### src/rtl/clause_load_controller.sv
// ---------------------------------------------------------------------------
// clause_load_controller
//
// Sequences a burst of clause coefficient words from a valid/ready source into
// NUMBER_OF_CLAUSES clause registers. The registers share one broadcast word
// bus. Each register is addressed by a 1-based identifier on out_clause_index,
// and 0 on that bus means "no write this cycle".
//
// Optional feature (macro CLAUSE_LOAD_CLEAR_EN):
//   If defined, a start request first spends one cycle in CLEAR with
//   out_clause_clear=1, so every clause register is zeroed before the first
//   write. If undefined, CLEAR does not exist and out_clause_clear is tied 0.
//
// Handshake:
//   A beat transfers at a rising edge where in_coeff_valid && out_coeff_ready.
//   out_coeff_ready is high only in LOAD, and it is masked by in_abort, so a
//   beat offered together with an abort is never taken.
//   A beat accepted at edge N is presented on out_clause_coefficients and
//   out_clause_index from N to N+1, which gives exactly one register write
//   at edge N+1.
//
// Ports:
//   in_clk                   clock, rising edge
//   in_reset_n               asynchronous active-low reset
//   in_start                 start-load request (honoured in IDLE only)
//   in_abort                 abort the load; returns to IDLE at the next edge
//   in_coeff_valid/_data     source word stream
//   out_coeff_ready          controller accepts a word this cycle
//   out_clause_coefficients  word broadcast to all clause registers
//   out_clause_index         target clause identifier, 0 = no write
//   out_clause_clear         synchronous clear broadcast to the clause registers
//   out_busy                 a load is in progress (CLEAR/LOAD/DONE)
//   out_done                 single-cycle load-complete pulse
//   out_loaded_count         clauses written in the current or last load
//   out_fsm_state            debug view of the FSM state register
// ---------------------------------------------------------------------------
module clause_load_controller #(
  parameter int NUMBER_OF_CLAUSES              = 4,
  parameter int MAX_BIT_WIDTH_OF_CLAUSES_INDEX = 3,
  parameter int CLAUSE_WORD_WIDTH              = 6
) (
  input  logic                                      in_clk,
  input  logic                                      in_reset_n,
  input  logic                                      in_start,
  input  logic                                      in_abort,
  input  logic                                      in_coeff_valid,
  input  logic [CLAUSE_WORD_WIDTH-1:0]              in_coeff_data,
  output logic                                      out_coeff_ready,
  output logic [CLAUSE_WORD_WIDTH-1:0]              out_clause_coefficients,
  output logic [MAX_BIT_WIDTH_OF_CLAUSES_INDEX-1:0] out_clause_index,
  output logic                                      out_clause_clear,
  output logic                                      out_busy,
  output logic                                      out_done,
  output logic [MAX_BIT_WIDTH_OF_CLAUSES_INDEX-1:0] out_loaded_count,
  output logic [1:0]                                out_fsm_state
);

  localparam int IW = MAX_BIT_WIDTH_OF_CLAUSES_INDEX;
  localparam int CW = CLAUSE_WORD_WIDTH;
  localparam logic [IW-1:0] LAST_ID = IW'(NUMBER_OF_CLAUSES);
  localparam logic [IW-1:0] ONE     = IW'(1);

`ifdef CLAUSE_LOAD_CLEAR_EN
  typedef enum logic [1:0] {IDLE = 2'd0, CLEAR = 2'd1, LOAD = 2'd2, DONE = 2'd3} state_t;
`else
  typedef enum logic [1:0] {IDLE = 2'd0, LOAD = 2'd2, DONE = 2'd3} state_t;
`endif

  state_t          state_q, state_d;
  logic [IW-1:0]   target_q, target_d;   // identifier the next accepted beat writes
  logic [IW-1:0]   count_q, count_d;
  logic [IW-1:0]   index_q, index_d;
  logic [CW-1:0]   coeff_q, coeff_d;
  logic            accept;

  always_ff @(posedge in_clk or negedge in_reset_n) begin
    if (!in_reset_n) begin
      state_q  <= IDLE;
      target_q <= '0;
      count_q  <= '0;
      index_q  <= '0;
      coeff_q  <= '0;
    end else begin
      state_q  <= state_d;
      target_q <= target_d;
      count_q  <= count_d;
      index_q  <= index_d;
      coeff_q  <= coeff_d;
    end
  end

  always_comb begin
    state_d          = state_q;
    target_d         = target_q;
    count_d          = count_q;
    index_d          = '0;        // index is only non-zero right after a beat
    coeff_d          = coeff_q;   // broadcast word holds its last value
    accept           = 1'b0;
    out_coeff_ready  = 1'b0;
    out_busy         = 1'b1;
    out_done         = 1'b0;
    out_clause_clear = 1'b0;

    case (state_q)
      IDLE: begin
        out_busy = 1'b0;
        // Abort has priority over start.
        if (in_start && !in_abort) begin
`ifdef CLAUSE_LOAD_CLEAR_EN
          state_d = CLEAR;
`else
          state_d = LOAD;
`endif
          count_d  = '0;
          target_d = ONE;
        end
      end
`ifdef CLAUSE_LOAD_CLEAR_EN
      CLEAR: begin
        out_clause_clear = 1'b1;
        state_d          = LOAD;
      end
`endif
      LOAD: begin
        out_coeff_ready = !in_abort;
        accept          = in_coeff_valid && !in_abort;
        if (accept) begin
          index_d  = target_q;
          coeff_d  = in_coeff_data;
          target_d = target_q + ONE;
          count_d  = count_q + ONE;
          if (target_q == LAST_ID) begin
            state_d = DONE;
          end
        end
      end
      DONE: begin
        // This cycle is also the one presenting the final write's index.
        out_done = 1'b1;
        state_d  = IDLE;
      end
      default: begin
        state_d = IDLE;
      end
    endcase

    // Abort returns to IDLE from any state. No beat is accepted, so the index
    // goes to 0 and the loaded count is kept.
    if (in_abort) begin
      state_d = IDLE;
    end
  end

  assign out_clause_index        = index_q;
  assign out_clause_coefficients = coeff_q;
  assign out_loaded_count        = count_q;
  assign out_fsm_state           = state_q;

endmodule

### config.mk
export PLATFORM = sky130hd
export DESIGN_NAME = clause_load_controller
export DESIGN_NICKNAME = d
export VERILOG_FILES = /design/src/rtl/clause_load_controller.sv
export SDC_FILE = /design/constraint.sdc
export NUM_CORES = 1
export LEC_CHECK = 0
export ABC_AREA = 1
export CORE_AREA = 10 10 55 57
export CTS_CLUSTER_SIZE = 25
export DETAILED_ROUTE_END_ITERATION = 16
export DIE_AREA = 0 0 65 67
export GPL_ROUTABILITY_DRIVEN = 1
export GPL_TIMING_DRIVEN = 0
export PLACE_DENSITY = 0.71
export SLEW_MARGIN = 20
export SYNTH_ARGS = -nofsm -noshare
export SYNTH_HDL_FRONTEND = slang
export SYNTH_SLANG_ARGS = --single-unit
### constraint.sdc
create_clock -name in_clk -period 1.2 [get_ports in_clk]
set_input_delay 0.24 -clock in_clk [delete_from_list [all_inputs] [get_ports in_clk]]
set_output_delay 0.24 -clock in_clk [all_outputs]
set_load 0.03 [all_outputs]
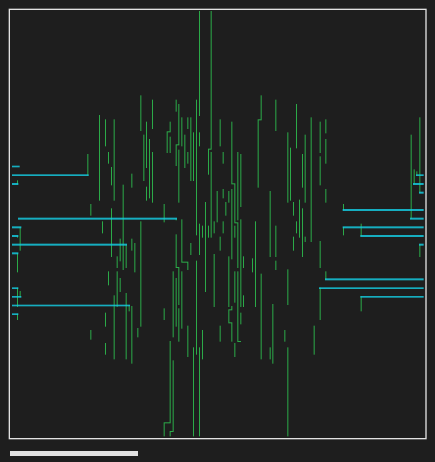
Figure 1: run 1, routed metal, one colour a layer.
Bar = 20 um. Only two layers are drawn.
colour	layer	wire length
cyan	M3	159 um
green	M2	873 um
DRT Wirelength: 1.86 mm
total track usage: 0.0932
final routed wire length divided by cell count: 11.3 um
via count of the routed design: 710

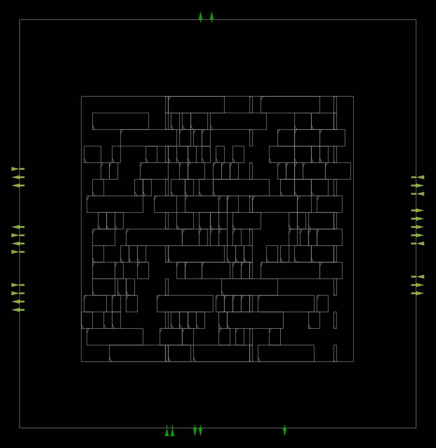
Figure 2: run 1, placed standard cells.
Seq area share: 0.360
post-route core utilization: 0.612
number of sequential storage elements: 17

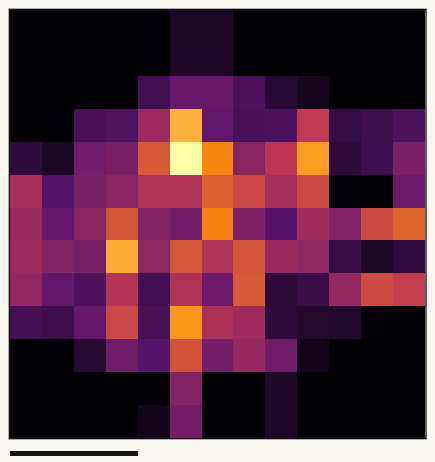
Figure 3: run 1, wiring heat map.
Bar = 20 um. The die is cut into 13 by 13 equal tiles; black is low, pale yellow is high, scaled to the fullest tile. Values are wire area over tile area, all layers added.
tiles over half the peak	13%
densest ninth of the die	middle
fullest tile	0.32
mean over tiles	0.069
nearly empty tiles	36%

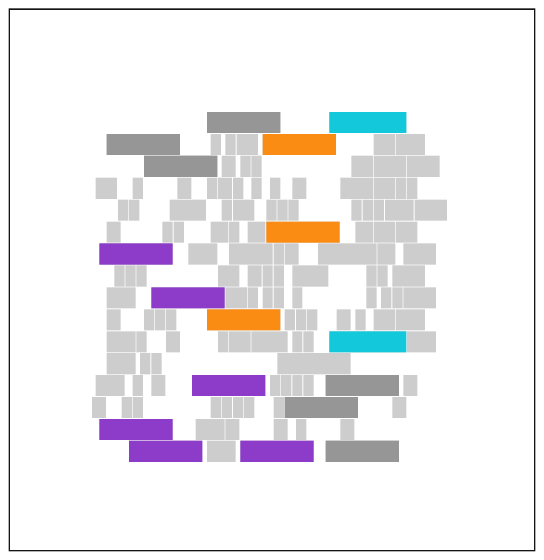
Figure 4: run 1, register map, names as in the netlist.
Other sequential cells in the stronger grey, the rest of the logic in the fainter grey.
colour	signal	placed flops
purple	out_clause_coefficients	6
orange	target_q	3
cyan	out_fsm_state	2
not coloured	6
power of the sequential group: 698 uW
area used by sequential logic in the layout: 428 um^2

==> impl_report.txt, run 1 <==
IMPLEMENTATION SUMMARY REPORT
----------------------------------------------------
[Cells and area]
  Fin area ........................ 1190 um^2
  Most frequent logic cells in the routed design ........................ nand2_1 (39), dfrtp_1 (15), inv_1 (13)
  Total of fill cells in the finished design ........................ 187
  Clock buf/inv share ........................ 0.0232
  Largest class ........................ flip-flops and latches
  Area growth from synthesis to layout ........................ 47.1%
  Most common cell after layout, fill and taps aside ........................ nand2_1
  ANT cells ........................ 0
  Count of clock-net buffers in the final layout ........................ 3

[Worst setup path]
  Biggest fanout along the worst timing path ........................ 5
  Critical Path End ........................ out_coeff_ready
  R2R setup slack ........................ 20 ps
  CP Class ........................ reg -> out
  Buf/Inv on CP ........................ 2

[Timing]
  Pin slew with the least headroom to its limit ........................ 755 ps
  Final worst clock skew ........................ 7.72 ps
  Achievable clock frequency ........................ 742 MHz
  Setup repair after global routing missed its margin ........................ true
  Pins Over Slew Limit ........................ 0
  Fin worst setup slack ........................ -147 ps
  Final Setup Violations ........................ 5

[Synthesis]
  Synthesized instance count ........................ 101
  Synthesized Nets ........................ 115
  Summed instance area of the synthesized netlist ........................ 808 um^2
  Post-synth EDFFs ........................ 0
  Cell area leaders ........................ dfrtp_1 (53%), nand2_1 (19%), inv_1 (7.0%)
  Count of warnings emitted by yosys ........................ 0

[Run status]
  Violated checks ........................ negative setup slack
  Status ........................ complete, but fails checks

[Power and ir drop]
  Cell internal power dissipation ........................ 937 uW
  Sequential group share of total power ........................ 0.483
  Sw Share ........................ 0.352
  Psw ........................ 509 uW

[Placed design]
  Instance area after placement ........................ 1120 um^2

[Route]
  1st-iter DRT viols ........................ 16
  Final ANT Viol Nets ........................ 0
  Met2 Wirelength ........................ 872 um

[Clock network]
  H-tree lvl count ........................ 1
  Insertion Delay late pin ........................ 280 ps

[GRT]
  Met2 Use GR ........................ 0.163
  Initial antenna violation count ........................ 0
  Largest net degree at the start of global routing ........................ 18

[Min path]
  Worst hold path type ........................ in -> async

[Die]
  Height of the die ........................ 67 um
  IO Pins ........................ 29

----------------------------------------------------
==> run 2: changes to the inputs <==
Settings changed: CTS_CLUSTER_DIAMETER set to 120.
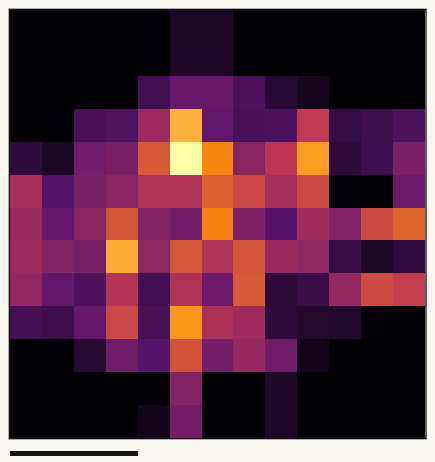
Figure 5: run 2, wiring heat map.
Bar = 20 um. The die is cut into 13 by 13 equal tiles; black is low, pale yellow is high, scaled to the fullest tile. Values are wire area over tile area, all layers added.
fullest tile	0.32
mean over tiles	0.069
tiles over half the peak	13%
nearly empty tiles	36%
densest ninth of the die	middle

==> impl_report.txt, run 2 <==
IMPLEMENTATION SUMMARY REPORT
----------------------------------------------------
[Run status]
  Status ........................ complete, but fails checks
  Violated checks ........................ negative setup slack

[Route]
  1st-iter DRT viols ........................ 16
  DRT Wirelength ........................ 1.86 mm
  Final routed wire length divided by cell count ........................ 11.3 um
  Final ANT Viol Nets ........................ 0

[Cells and area]
  Largest class ........................ flip-flops and latches
  Seq area share ........................ 0.360
  Area growth from synthesis to layout ........................ 47.1%
  Post-route core utilization ........................ 0.612
  Fin area ........................ 1190 um^2

[Die]
  Height of the die ........................ 67 um

[Worst setup path]
  Buf/Inv on CP ........................ 2
  Critical Path End ........................ out_coeff_ready
  CP Class ........................ reg -> out
  Biggest fanout along the worst timing path ........................ 5

[GRT]
  Met2 Use GR ........................ 0.163
  Total track usage ........................ 0.0932

[Synthesis]
  Count of warnings emitted by yosys ........................ 0
  Synthesized Nets ........................ 115
  Synthesized instance count ........................ 101
  Cell area leaders ........................ dfrtp_1 (53%), nand2_1 (19%), inv_1 (7.0%)
  Post-synth EDFFs ........................ 0

[Timing]
  Fin worst setup slack ........................ -147 ps
  Final worst clock skew ........................ 7.72 ps
  Final Setup Violations ........................ 5
  Achievable clock frequency ........................ 742 MHz
  Pin slew with the least headroom to its limit ........................ 755 ps
  Setup repair after global routing missed its margin ........................ true

[Min path]
  Worst hold path type ........................ in -> async

[Power and ir drop]
  Cell internal power dissipation ........................ 937 uW
  Sw Share ........................ 0.352
  Psw ........................ 509 uW

----------------------------------------------------
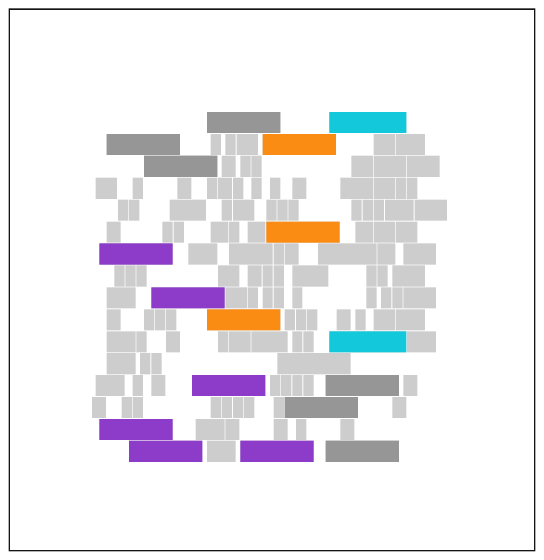
Figure 6: run 2, register map, names as in the netlist.
Other sequential cells in the stronger grey, the rest of the logic in the fainter grey.
colour	signal	placed flops
orange	target_q	3
cyan	out_fsm_state	2
purple	out_clause_coefficients	6

Power and IR drop assume default switching activity.
